--- src/rtl/alu_sched_pkg.sv ---
// Shared types and constants for the round-robin ALU scheduler.
// Request word layout: {op[9:8], data2[7:4], data1[3:0]}.
package alu_sched_pkg;

    localparam int unsigned REQ_W  = 10;
    localparam int unsigned RES_W  = 9;
    localparam int unsigned DATA_W = 4;
    localparam int unsigned OP_W   = 2;
    localparam int unsigned OP_MSB = 9;
    localparam int unsigned D2_MSB = 7;
    localparam int unsigned D1_MSB = 3;

    typedef enum logic [OP_W-1:0] {
        ADD = 2'd0,
        SUB = 2'd1,
        MUL = 2'd2,
        DIV = 2'd3
    } op_e;

    typedef enum logic [1:0] {
        IDLE  = 2'd0,
        ISSUE = 2'd1,
        WAIT  = 2'd2,
        RESP  = 2'd3
    } state_e;

    // Field order matches the request word bit layout (op at MSB).
    typedef struct packed {
        op_e               op;
        logic [DATA_W-1:0] data2;
        logic [DATA_W-1:0] data1;
    } req_t;

endpackage

--- src/rtl/alu_sched_rr_pick.sv ---
// Combinational round-robin picker: first valid requester at or above
// rr_ptr_i, wrapping from NREQ-1 to 0.
// Ports: valid_i (request vector), rr_ptr_i (search start),
//        grant_o (one-hot), winner_o (index), any_valid_o.
module alu_sched_rr_pick #(
    parameter  int unsigned NREQ  = 4,
    localparam int unsigned IDX_W = $clog2(NREQ)
) (
    input  logic [NREQ-1:0]  valid_i,
    input  logic [IDX_W-1:0] rr_ptr_i,
    output logic [NREQ-1:0]  grant_o,
    output logic [IDX_W-1:0] winner_o,
    output logic             any_valid_o
);

    // Scan NREQ slots starting at rr_ptr_i; the first hit wins.
    always_comb begin
        int unsigned idx;
        grant_o     = '0;
        winner_o    = '0;
        any_valid_o = 1'b0;
        idx         = 0;
        for (int unsigned k = 0; k < NREQ; k++) begin
            idx = (32'(rr_ptr_i) + k) % NREQ;
            if (!any_valid_o && valid_i[idx]) begin
                any_valid_o  = 1'b1;
                winner_o     = IDX_W'(idx);
                grant_o[idx] = 1'b1;
            end
        end
    end

endmodule

--- src/rtl/alu_sched.sv ---
// Round-robin scheduler sharing one multi-cycle ALU among NREQ requesters.
// Ports: clk/reset (async active-high); req_valid/req_data/req_ready
//        (request handshake, 10-bit word per requester); alu_start,
//        alu_data1/2, alu_op, alu_result (ALU side); rsp_valid/rsp_ready/
//        rsp_result/rsp_id/rsp_err (response handshake); busy.
// Optional: define ALU_SCHED_DIV0_EN to short-circuit div-by-zero with
//        result 9'h1FF and rsp_err=1; otherwise rsp_err is tied 0.
module alu_sched
    import alu_sched_pkg::*;
#(
    parameter  int unsigned NREQ          = 4,
    parameter  int unsigned MULDIV_CYCLES = 3,
    localparam int unsigned IDX_W         = $clog2(NREQ)
) (
    input  logic                  clk,
    input  logic                  reset,
    input  logic [NREQ-1:0]       req_valid,
    input  logic [NREQ*REQ_W-1:0] req_data,
    output logic [NREQ-1:0]       req_ready,
    output logic                  alu_start,
    output logic [DATA_W-1:0]     alu_data1,
    output logic [DATA_W-1:0]     alu_data2,
    output logic [OP_W-1:0]       alu_op,
    input  logic [RES_W-1:0]      alu_result,
    output logic                  rsp_valid,
    input  logic                  rsp_ready,
    output logic [RES_W-1:0]      rsp_result,
    output logic [IDX_W-1:0]      rsp_id,
    output logic                  rsp_err,
    output logic                  busy
);

    localparam int unsigned LAT_W = (MULDIV_CYCLES < 2) ? 1 : $clog2(MULDIV_CYCLES + 1);

    state_e             state_q, state_d;
    req_t               op_q, op_d;
    logic [IDX_W-1:0]   id_q, id_d;
    logic [IDX_W-1:0]   rr_ptr_q, rr_ptr_d;
    logic [LAT_W-1:0]   lat_cnt_q, lat_cnt_d;
    logic [RES_W-1:0]   result_q, result_d;
`ifdef ALU_SCHED_DIV0_EN
    logic               err_q, err_d;
`endif

    logic [NREQ-1:0]    grant;
    logic [IDX_W-1:0]   winner;
    logic               any_valid;
    req_t               sel_req;

    alu_sched_rr_pick #(.NREQ(NREQ)) u_pick (
        .valid_i     (req_valid),
        .rr_ptr_i    (rr_ptr_q),
        .grant_o     (grant),
        .winner_o    (winner),
        .any_valid_o (any_valid)
    );

    // Operation word of the current round-robin winner.
    always_comb begin
        sel_req = '0;
        for (int unsigned k = 0; k < NREQ; k++) begin
            if (winner == IDX_W'(k)) begin
                sel_req = req_t'(req_data[k*REQ_W +: REQ_W]);
            end
        end
    end

    // Next-state and handshake logic.
    always_comb begin
        state_d   = state_q;
        op_d      = op_q;
        id_d      = id_q;
        rr_ptr_d  = rr_ptr_q;
        lat_cnt_d = lat_cnt_q;
        result_d  = result_q;
`ifdef ALU_SCHED_DIV0_EN
        err_d     = err_q;
`endif
        req_ready = '0;

        unique case (state_q)
            IDLE: begin
                // Grant is suppressed while reset is held so req_ready reads 0.
                if (any_valid && !reset) begin
                    req_ready = grant;
                    op_d      = sel_req;
                    id_d      = winner;
                    state_d   = ISSUE;
`ifdef ALU_SCHED_DIV0_EN
                    err_d     = 1'b0;
                    if (sel_req.op == DIV && sel_req.data2 == '0) begin
                        result_d = '1;
                        err_d    = 1'b1;
                        state_d  = RESP;
                    end
`endif
                end
            end
            ISSUE: begin
                lat_cnt_d = (op_q.op == ADD || op_q.op == SUB) ? LAT_W'(1)
                                                              : LAT_W'(MULDIV_CYCLES);
                state_d   = WAIT;
            end
            WAIT: begin
                lat_cnt_d = lat_cnt_q - LAT_W'(1);
                if (lat_cnt_q == LAT_W'(1)) begin
                    result_d = alu_result;
                    state_d  = RESP;
                end
            end
            RESP: begin
                if (rsp_ready) begin
                    rr_ptr_d = (id_q == IDX_W'(NREQ - 1)) ? '0 : id_q + IDX_W'(1);
                    state_d  = IDLE;
                end
            end
            default: state_d = IDLE;
        endcase
    end

    // State and datapath registers.
    always_ff @(posedge clk or posedge reset) begin
        if (reset) begin
            state_q   <= IDLE;
            op_q      <= '0;
            id_q      <= '0;
            rr_ptr_q  <= '0;
            lat_cnt_q <= '0;
            result_q  <= '0;
`ifdef ALU_SCHED_DIV0_EN
            err_q     <= 1'b0;
`endif
        end else begin
            state_q   <= state_d;
            op_q      <= op_d;
            id_q      <= id_d;
            rr_ptr_q  <= rr_ptr_d;
            lat_cnt_q <= lat_cnt_d;
            result_q  <= result_d;
`ifdef ALU_SCHED_DIV0_EN
            err_q     <= err_d;
`endif
        end
    end

    // Outputs are direct decodes of registered state.
    assign alu_start  = (state_q == ISSUE);
    assign alu_data1  = op_q.data1;
    assign alu_data2  = op_q.data2;
    assign alu_op     = op_q.op;
    assign rsp_valid  = (state_q == RESP);
    assign rsp_result = result_q;
    assign rsp_id     = id_q;
    assign busy       = (state_q != IDLE);
`ifdef ALU_SCHED_DIV0_EN
    assign rsp_err    = err_q;
`else
    assign rsp_err    = 1'b0;
`endif

endmodule

--- config.mk ---
export PLATFORM = sky130hd
export DESIGN_NAME = alu_sched
export DESIGN_NICKNAME = d
export VERILOG_FILES = /design/src/rtl/alu_sched_pkg.sv /design/src/rtl/alu_sched_rr_pick.sv /design/src/rtl/alu_sched.sv
export SDC_FILE = /design/constraint.sdc
export NUM_CORES = 1
export LEC_CHECK = 0
export CAP_MARGIN = 40
export CELL_PAD_IN_SITES_DETAIL_PLACEMENT = 1
export CELL_PAD_IN_SITES_GLOBAL_PLACEMENT = 1
export CORE_UTILIZATION = 32
export DETAILED_ROUTE_END_ITERATION = 10
export PLACE_DENSITY = 0.78
export SYNTH_ARGS = -nofsm -noshare
export SYNTH_HDL_FRONTEND = slang
export SYNTH_HIERARCHICAL = 1
export SYNTH_SLANG_ARGS = --single-unit
--- constraint.sdc ---
create_clock -name clk -period 3.3 [get_ports clk]
set_clock_uncertainty 0.1 [all_clocks]
set_input_delay 0.66 -clock clk [delete_from_list [all_inputs] [get_ports clk]]
set_output_delay 0.66 -clock clk [all_outputs]
set_load 0.02 [all_outputs]
==> impl_metrics.csv <==
group,metric,value,unit
pwr,switching_share,0.432,
synthesis,synthTopCellsByArea,"dfrtp_1, mux2i_1, o221ai_2",
floorplanning,num_tap_cells,72,
pwr,p_total,2.93,mW
clock_tree,cts_buffers,3,
floorplanning,core-area,0.00564,mm2
clock_tree,cts_buffer_depth,2,
synthesis,ys_sh_xor,0,
critical_path,critPathBufInv,4,
timing,whs,399,ps
layout,inverters,9,
pwr,combPwrFrac,0.728,
synthesis,fa_ha_area_frac,0.0718,
layout,num-fill-cells,621,
detailed_routing,drtPass1Iterations,4,
synthesis,ys_area,0.00192,mm2
global_routing,grt_pass1_wl,8850,um
synthesis,synth-main-ff-cell,"dfrtp_1",
synthesis,synth_stat.cells,169,
critical_path,critical-path-top-delay-family,"buffers and inverters",
placement,dp_hpwl,4210,um
layout,bufAreaShareNonClock,0.339,
global_routing,globalRouteMet3Util,0.0526,
clock_tree,cts_setup_buffers,4,
synthesis,mux_share,0.242,
detailed_routing,drtIter0Drc,16,
min_path,hold_depth,2,
placement,dpl.cell_count,334,
global_routing,grt_max_degree,28,
clock_tree,clkLatencyLatePin,270,ps
critical_path,endpoint,"req_ready[3]",
layout,num-clock-buffers,3,
synthesis,synth.logic.top_family,"multiplexers",
layout,utilization,0.532,
synthesis,simple_gate_area_frac,0.112,
outcome,outcome,"complete, no violations",
detailed_routing,ant_nets,0,
layout,area_delta_synth_final,56.7,%
timing,hold_violations,0,
critical_path,rrSetupSlack,470,ps
layout,final_common_cell,"clkdlybuf4s50_1",
pwr,p_per_area,974,mW/mm2
layout,instances_no_fill,343,
floorplanning,fp.dieW,79.4,um
synthesis,synth.avg_cell_area,11.3,um2
clock_tree,clockRootBuffer,"clkbuf_8",
critical_path,critPathKind,"input pin to output pin",
timing,setup_violations,0,
pwr,intPower,1.66,mW
floorplanning,fp.dieH,79.4,um
timing,max_freq,312,MHz
layout,design_area,0.00300,mm2
clock_tree,clk_pin_slew,100,ps
detailed_routing,drc,0,
critical_path,crit_slowest_cell,"mux4_2",
timing,rsz0062_at_grt,"no",
min_path,hp-class,"flip-flop to flip-flop",
synthesis,netlist_instances,169,
timing,drv_slew,0,
layout,final-clk-cell-share,0.0162,
critical_path,r2r_start,"rr_ptr_q[0]",
pwr,clockPowerShare,0.066,
placement,placed_area,0.00294,mm2
synthesis,top_cell_area_share,0.352,
critical_path,end_kind,"output pin",
placement,pre_cts_ws,-569,ps
Wiring by layer:
Bar = 20 um.
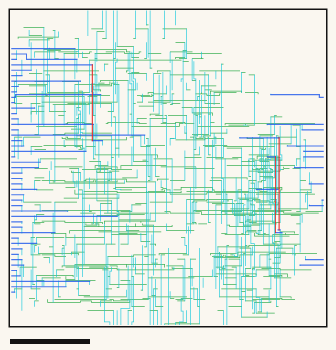
| colour | layer | wire length |
|---|---|---|
| green | M1 | 2,300 um |
| blue | M3 | 439 um |
| red | M4 | 61.2 um |
| cyan | M2 | 2,550 um |
WL per Instance: 15.6 um
via count: 1,736
Routed WL: 5350 um
GRT Total Usage: 0.180

Register map, names as in the netlist:
Bar = 20 um. Other sequential cells in the stronger grey, the rest of the logic in the fainter grey.
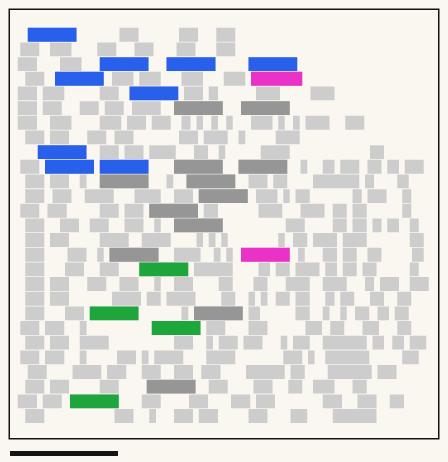
| colour | netlist name | flops |
|---|---|---|
| green | alu_data2 | 4 |
| blue | rsp_result | 9 |
| magenta | rr_ptr_q | 2 |
not coloured: 12
Power Sequential: 604 uW
flop share of the area: 0.225

Congestion heat map:
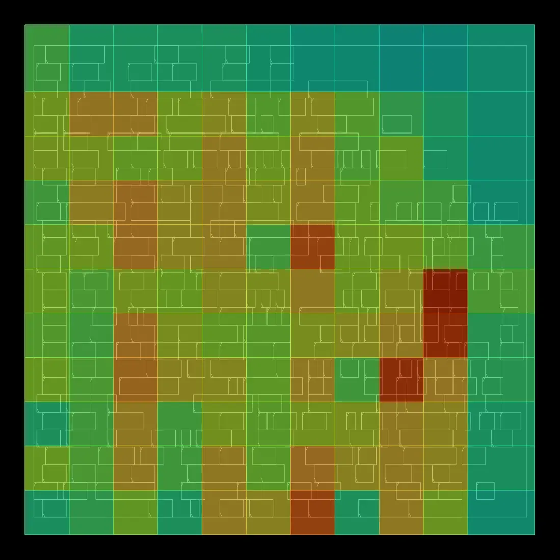
gr busiest metal: met2
met2 usage: 0.303

A small window of the routed layout:
Bar = 5 um. Window x 30 to 50, y 46 to 66 um. Cells in grey, sequential cells in the stronger grey; small squares are vias.
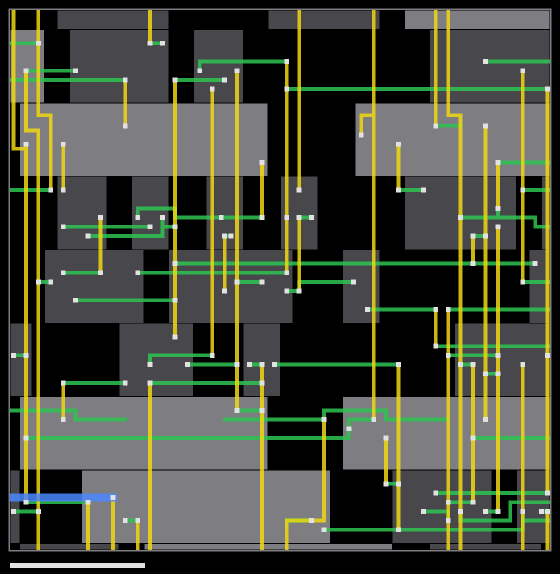
| colour | layer |
|---|---|
| green | M1 |
| blue | M3 |
| yellow | M2 |
most frequent: dfrtp_1 (5)
cells with their middle in the window: 20
sequential cells in the window: 5
netlist names of flops here include: lat_cnt_q (2), state_q (2)

Power is estimated from default activity; no workload was simulated.
